Fig. 1: routed metal per tile
Drawn at 4 px/um. The die is cut into 20 by 20 equal tiles; white is low, dark blue is high, scaled to the fullest tile. Values are wire area over tile area, all layers added.
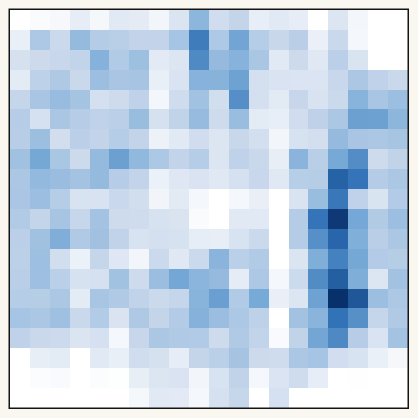
Fig. 2: clock network drawn from the DEF
Drawn at 4 px/um.
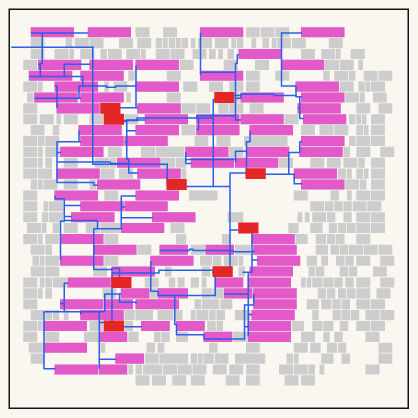
Fig. 3: logic cells by family
Drawn at 6 px/um.
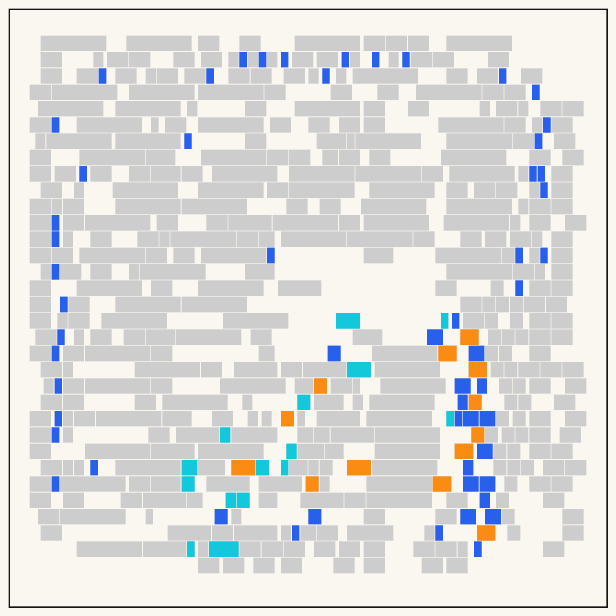
Fig. 4: a small window of the routed layout
Window x 35 to 65, y 15 to 45 um. Cells in grey, sequential cells in the stronger grey; small squares are vias.
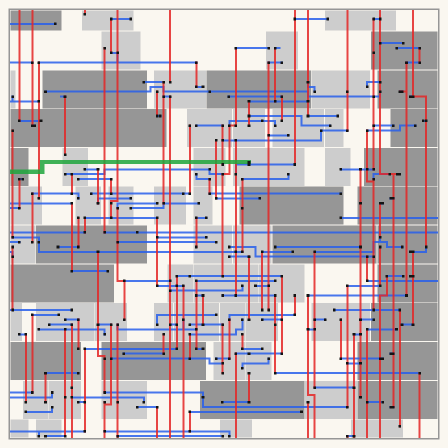
## src/rtl/regwb_arbiter.sv

```systemverilog
// Register-file write-port arbiter: primary writeback vs queued secondary writes.
// Optional macro WB_BYPASS_EN: direct secondary write when the queue is idle.
module regwb_arbiter #(
  parameter int DEPTH      = 2,
  parameter int STARVE_MAX = 4
) (
  input  logic                     clk,
  input  logic                     rst,
  input  logic                     p_wr,
  input  logic [4:0]               p_wreg,
  input  logic [31:0]              p_wdata,
  input  logic                     s_valid,
  output logic                     s_ready,
  input  logic [4:0]               s_wreg,
  input  logic [31:0]              s_wdata,
  output logic                     regwr,
  output logic [4:0]               wreg,
  output logic [31:0]              wdata,
  output logic                     stall,
  output logic [31:0]              busy_mask,
  output logic [$clog2(DEPTH):0]   q_count,
  output logic                     err
);

  localparam int AW = $clog2(DEPTH);
  localparam logic [3:0] SMAX = 4'(STARVE_MAX);
  localparam logic [AW:0] FULLC = (AW+1)'(DEPTH);

  typedef enum logic {NORMAL, FORCE} state_t;

  state_t           state_q, state_d;
  logic [3:0]       cnt_q, cnt_d;
  logic             stall_q, err_q;
  logic [AW-1:0]    rd_q, wr_q;
  logic [AW:0]      count_q;
  logic [DEPTH-1:0] vld_q;
  logic [4:0]       reg_q [DEPTH];
  logic [31:0]      dat_q [DEPTH];

  logic empty, full, accept, push, pop;
  logic p_nrm, blocked, byp;

  assign empty   = (count_q == '0);
  assign full    = (count_q == FULLC);
  assign s_ready = !full;
  assign accept  = s_valid & s_ready;
  assign p_nrm   = p_wr & (state_q == NORMAL);
  assign blocked = p_nrm & !empty;

`ifdef WB_BYPASS_EN
  assign byp = !rst & empty & (state_q == NORMAL)
             & !p_wr & s_valid & (s_wreg != 5'd0);
`else
  assign byp = 1'b0;
`endif

  // Writes to r0 are acknowledged but never occupy a slot.
  assign push = accept & (s_wreg != 5'd0) & !byp;
  assign pop  = !rst & !empty & ((state_q == FORCE) | !p_wr);

  always_comb begin
    regwr = 1'b0;
    wreg  = empty ? 5'd0 : reg_q[rd_q];
    wdata = empty ? 32'd0 : dat_q[rd_q];
    unique case (1'b1)
      pop: regwr = 1'b1;
      p_nrm: begin
        regwr = 1'b1;
        wreg  = p_wreg;
        wdata = p_wdata;
      end
      byp: begin
        regwr = 1'b1;
        wreg  = s_wreg;
        wdata = s_wdata;
      end
      default: ;
    endcase
  end

  always_comb begin
    cnt_d   = 4'd0;
    state_d = NORMAL;
    if (blocked)
      cnt_d = (cnt_q >= SMAX) ? SMAX : cnt_q + 4'd1;
    if (state_q == NORMAL && blocked && cnt_d == SMAX)
      state_d = FORCE;
  end

  always_ff @(posedge clk) begin
    if (rst) begin
      state_q <= NORMAL;
      cnt_q   <= 4'd0;
      stall_q <= 1'b0;
      err_q   <= 1'b0;
      rd_q    <= '0;
      wr_q    <= '0;
      count_q <= '0;
      vld_q   <= '0;
    end else begin
      state_q <= state_d;
      cnt_q   <= cnt_d;
      stall_q <= (state_d == FORCE);
      err_q   <= err_q | ((state_q == FORCE) & p_wr);
      if (pop) begin
        vld_q[rd_q] <= 1'b0;
        rd_q        <= AW'(rd_q + 1'b1);
      end
      if (push) begin
        vld_q[wr_q] <= 1'b1;
        wr_q        <= AW'(wr_q + 1'b1);
      end
      unique case ({push, pop})
        2'b10:   count_q <= count_q + 1'b1;
        2'b01:   count_q <= count_q - 1'b1;
        default: count_q <= count_q;
      endcase
    end
  end

  always_ff @(posedge clk) begin
    if (push) begin
      reg_q[wr_q] <= s_wreg;
      dat_q[wr_q] <= s_wdata;
    end
  end

  always_comb begin
    busy_mask = '0;
    for (int i = 0; i < DEPTH; i++)
      if (vld_q[i]) busy_mask[reg_q[i]] = 1'b1;
  end

  assign stall   = stall_q;
  assign err     = err_q;
  assign q_count = count_q;

endmodule

```

## config.mk

```make
export PLATFORM = sky130hd
export DESIGN_NAME = regwb_arbiter
export DESIGN_NICKNAME = d
export VERILOG_FILES = /design/src/rtl/regwb_arbiter.sv
export SDC_FILE = /design/constraint.sdc
export NUM_CORES = 1
export LEC_CHECK = 0
export CORE_MARGIN = 3
export CORE_UTILIZATION = 45
export CTS_BUF_LIST = sky130_fd_sc_hd__clkbuf_8
export CTS_CLUSTER_SIZE = 12
export DETAILED_ROUTE_END_ITERATION = 12
export GPL_ROUTABILITY_DRIVEN = 1
export PLACE_DENSITY_LB_ADDON = 0.15
export SYNTH_ARGS = -nofsm -noshare
export SYNTH_HDL_FRONTEND = slang
export SYNTH_SLANG_ARGS = --single-unit
export TNS_END_PERCENT = 30
```

## constraint.sdc

```tcl
create_clock -name clk -period 3.7 [get_ports clk]
set_input_delay 0.74 -clock clk [delete_from_list [all_inputs] [get_ports clk]]
set_output_delay 0.74 -clock clk [all_outputs]
set_load 0.005 [all_outputs]
```

==> flow_summary.toml <==
# physical design summary
[setup_path]
slowest_stage = "clkdlybuf4s50_1"
max_stage_delay_ns = 0.54
critPathBufInv = 3
arrival_ns = 2.61
cpMostUsedCell = "clkdlybuf4s50_1"
r2r_setup_slack_ns = 1.83
rr_startpoint = "q_count[0]"

[logic_synthesis]
synthTopCellsByCount = "74 x edfxtp_1, 40 x o21ai_0, 39 x nand2_1"
ys_cells = 319
ys_sh_xor = 0.00446
ys_types = 34
synth-main-ff-cell = "edfxtp_1"
top_area_cell = "edfxtp_1"

[worst_hold_path]
min_delay_worst_endpoint = "cnt_q[0]"

[cells_and_area]
area_growth_pct = 47.8
final_net_count = 548
design_area_sq_mm = 0.00580
n_antenna_cell = 0

[timing]
fmax_ghz = 0.299
timing.hold.ws_ns = 0.449
slew_violations = 0

[pwr]
p_sw_uw = 721
pwr-share-seq = 0.484
irDropWorstVdd_uv = 314
p_sw_frac = 0.271
p_per_area_mw_per_mm2 = 458

[floorplanning]
die_w_um = 99.4

[clock_tree]
clock_latency_ns = 0.33
ctsHtreeMaxLevel = 3
cts_sinks = 87
cts_tree = "yes"
post_cts_buffers = 0
hold_buffers = 0
cts_resized = 0

[run_status]
status = "completed"

[place]
dp_cells = 562
place_ws_ns = 0.345

[route]
viasPerCell = 5.34
ant_nets = 0
drc = 0
Back to the opening pictures, Fig. 1:
nearly empty tiles: 9.8%
mean over tiles: 0.15
densest ninth of the die: middle right
fullest tile: 0.58
tiles over half the peak: 8.3%
Total GRT Usage: 0.184
average wire per cell in the routed design: 15.9 um
vias after detailed routing: 3088
Total Wirelength: 9.17 mm

Back to the opening pictures, Fig. 2:
[clock wires] blue | length: 869 um
[flip-flops] magenta | count: 87
[clock-net drivers] red | count: 9
routed clock nets: 10
Layout Skew: 0.0107 ns
clk pwr: 626 uW
Clk pwr share: 0.236

Back to the opening pictures, Fig. 3:
[nand cells] blue | cells: 56 | where: widely spread
[nor cells] cyan | cells: 15
[and/or cells] orange | cells: 13
Commonest Layout Cell: clkdlybuf4s50_1
Final Non-Filler Cells: 578
fraction of area in multi-input gates: 0.237

Back to the opening pictures, Fig. 4:
[M1] blue
[M3] green
[M2] red
most frequent: dfxtp_1 (7), edfxtp_1 (5), mux2i_1 (4)
sequential cells in the window: 13
netlist names of flops here include: reg_q (3), dat_q (2), q_count (2)
cells with their middle in the window: 51

power by group through the flow:
stage	combinational [uW]	sequential (uW)	clock [uW]
5_1_grt	808	1300	677
3_5_place_dp	748	1310	0
2_1_floorplan	379	1260	0
3_3_place_gp	736	1300	0
4_1_cts	752	1290	644
6_report	744	1290	626
area by class of cell:
| cell class | instances | area, sq um |
|---|---|---|
| clock buffer | 10 | 138 |
| clock inverter | 6 | 55.1 |
| fill | 597 | 2540 |
| inverter | 2 | 7.51 |
| multi-input combinational | 209 | 1370 |
| sequential | 87 | 2480 |
| tap | 105 | 131 |
| timing repair buffer | 159 | 1610 |
worst max path at each step:
| stage | cells past startpoint | endpoint | slack (ns) | startpoint |
|---|---|---|---|---|
| floorplan | 3 | dat_q[0][0] | 0.74 | s_wreg[0] |
| global placement | 6 | wdata[30] | 0.43 | p_wr |
| detailed placement | 6 | wdata[14] | 0.34 | p_wr |
| CTS | 6 | wdata[28] | 0.34 | p_wr |
| global route | 6 | wdata[21] | 0.18 | p_wr |
| finish | 6 | wdata[28] | 0.35 | p_wr |
worst register-to-register path: stages (launching register included):
cell,delay [ns]
dfxtp_1,0.48
nand2b_1,0.22
o211ai_4,0.16
nor2_4,0.46
buf_12,0.25
metal layers:
metal	routed length (um)	vias to the layer above	track usage	share of wire
met5	0	-	0	0
met4	131	0	0.0714	0.014
met3	663	12	0.0463	0.072
met2	4440	132	0.305	0.48
met1	3930	1429	0.234	0.43
li1	-	1515	-	-
sequential cells by signal, summed over array words and instances (netlist names), named ones only:
name / flops
cnt_q: 4
dat_q: 64
err: 1
q_count: 2
rd_q: 1
reg_q: 10
stall: 1
vld_q: 2
wr_q: 1
Power figures rest on the tool's default switching activity, not on a simulated workload.
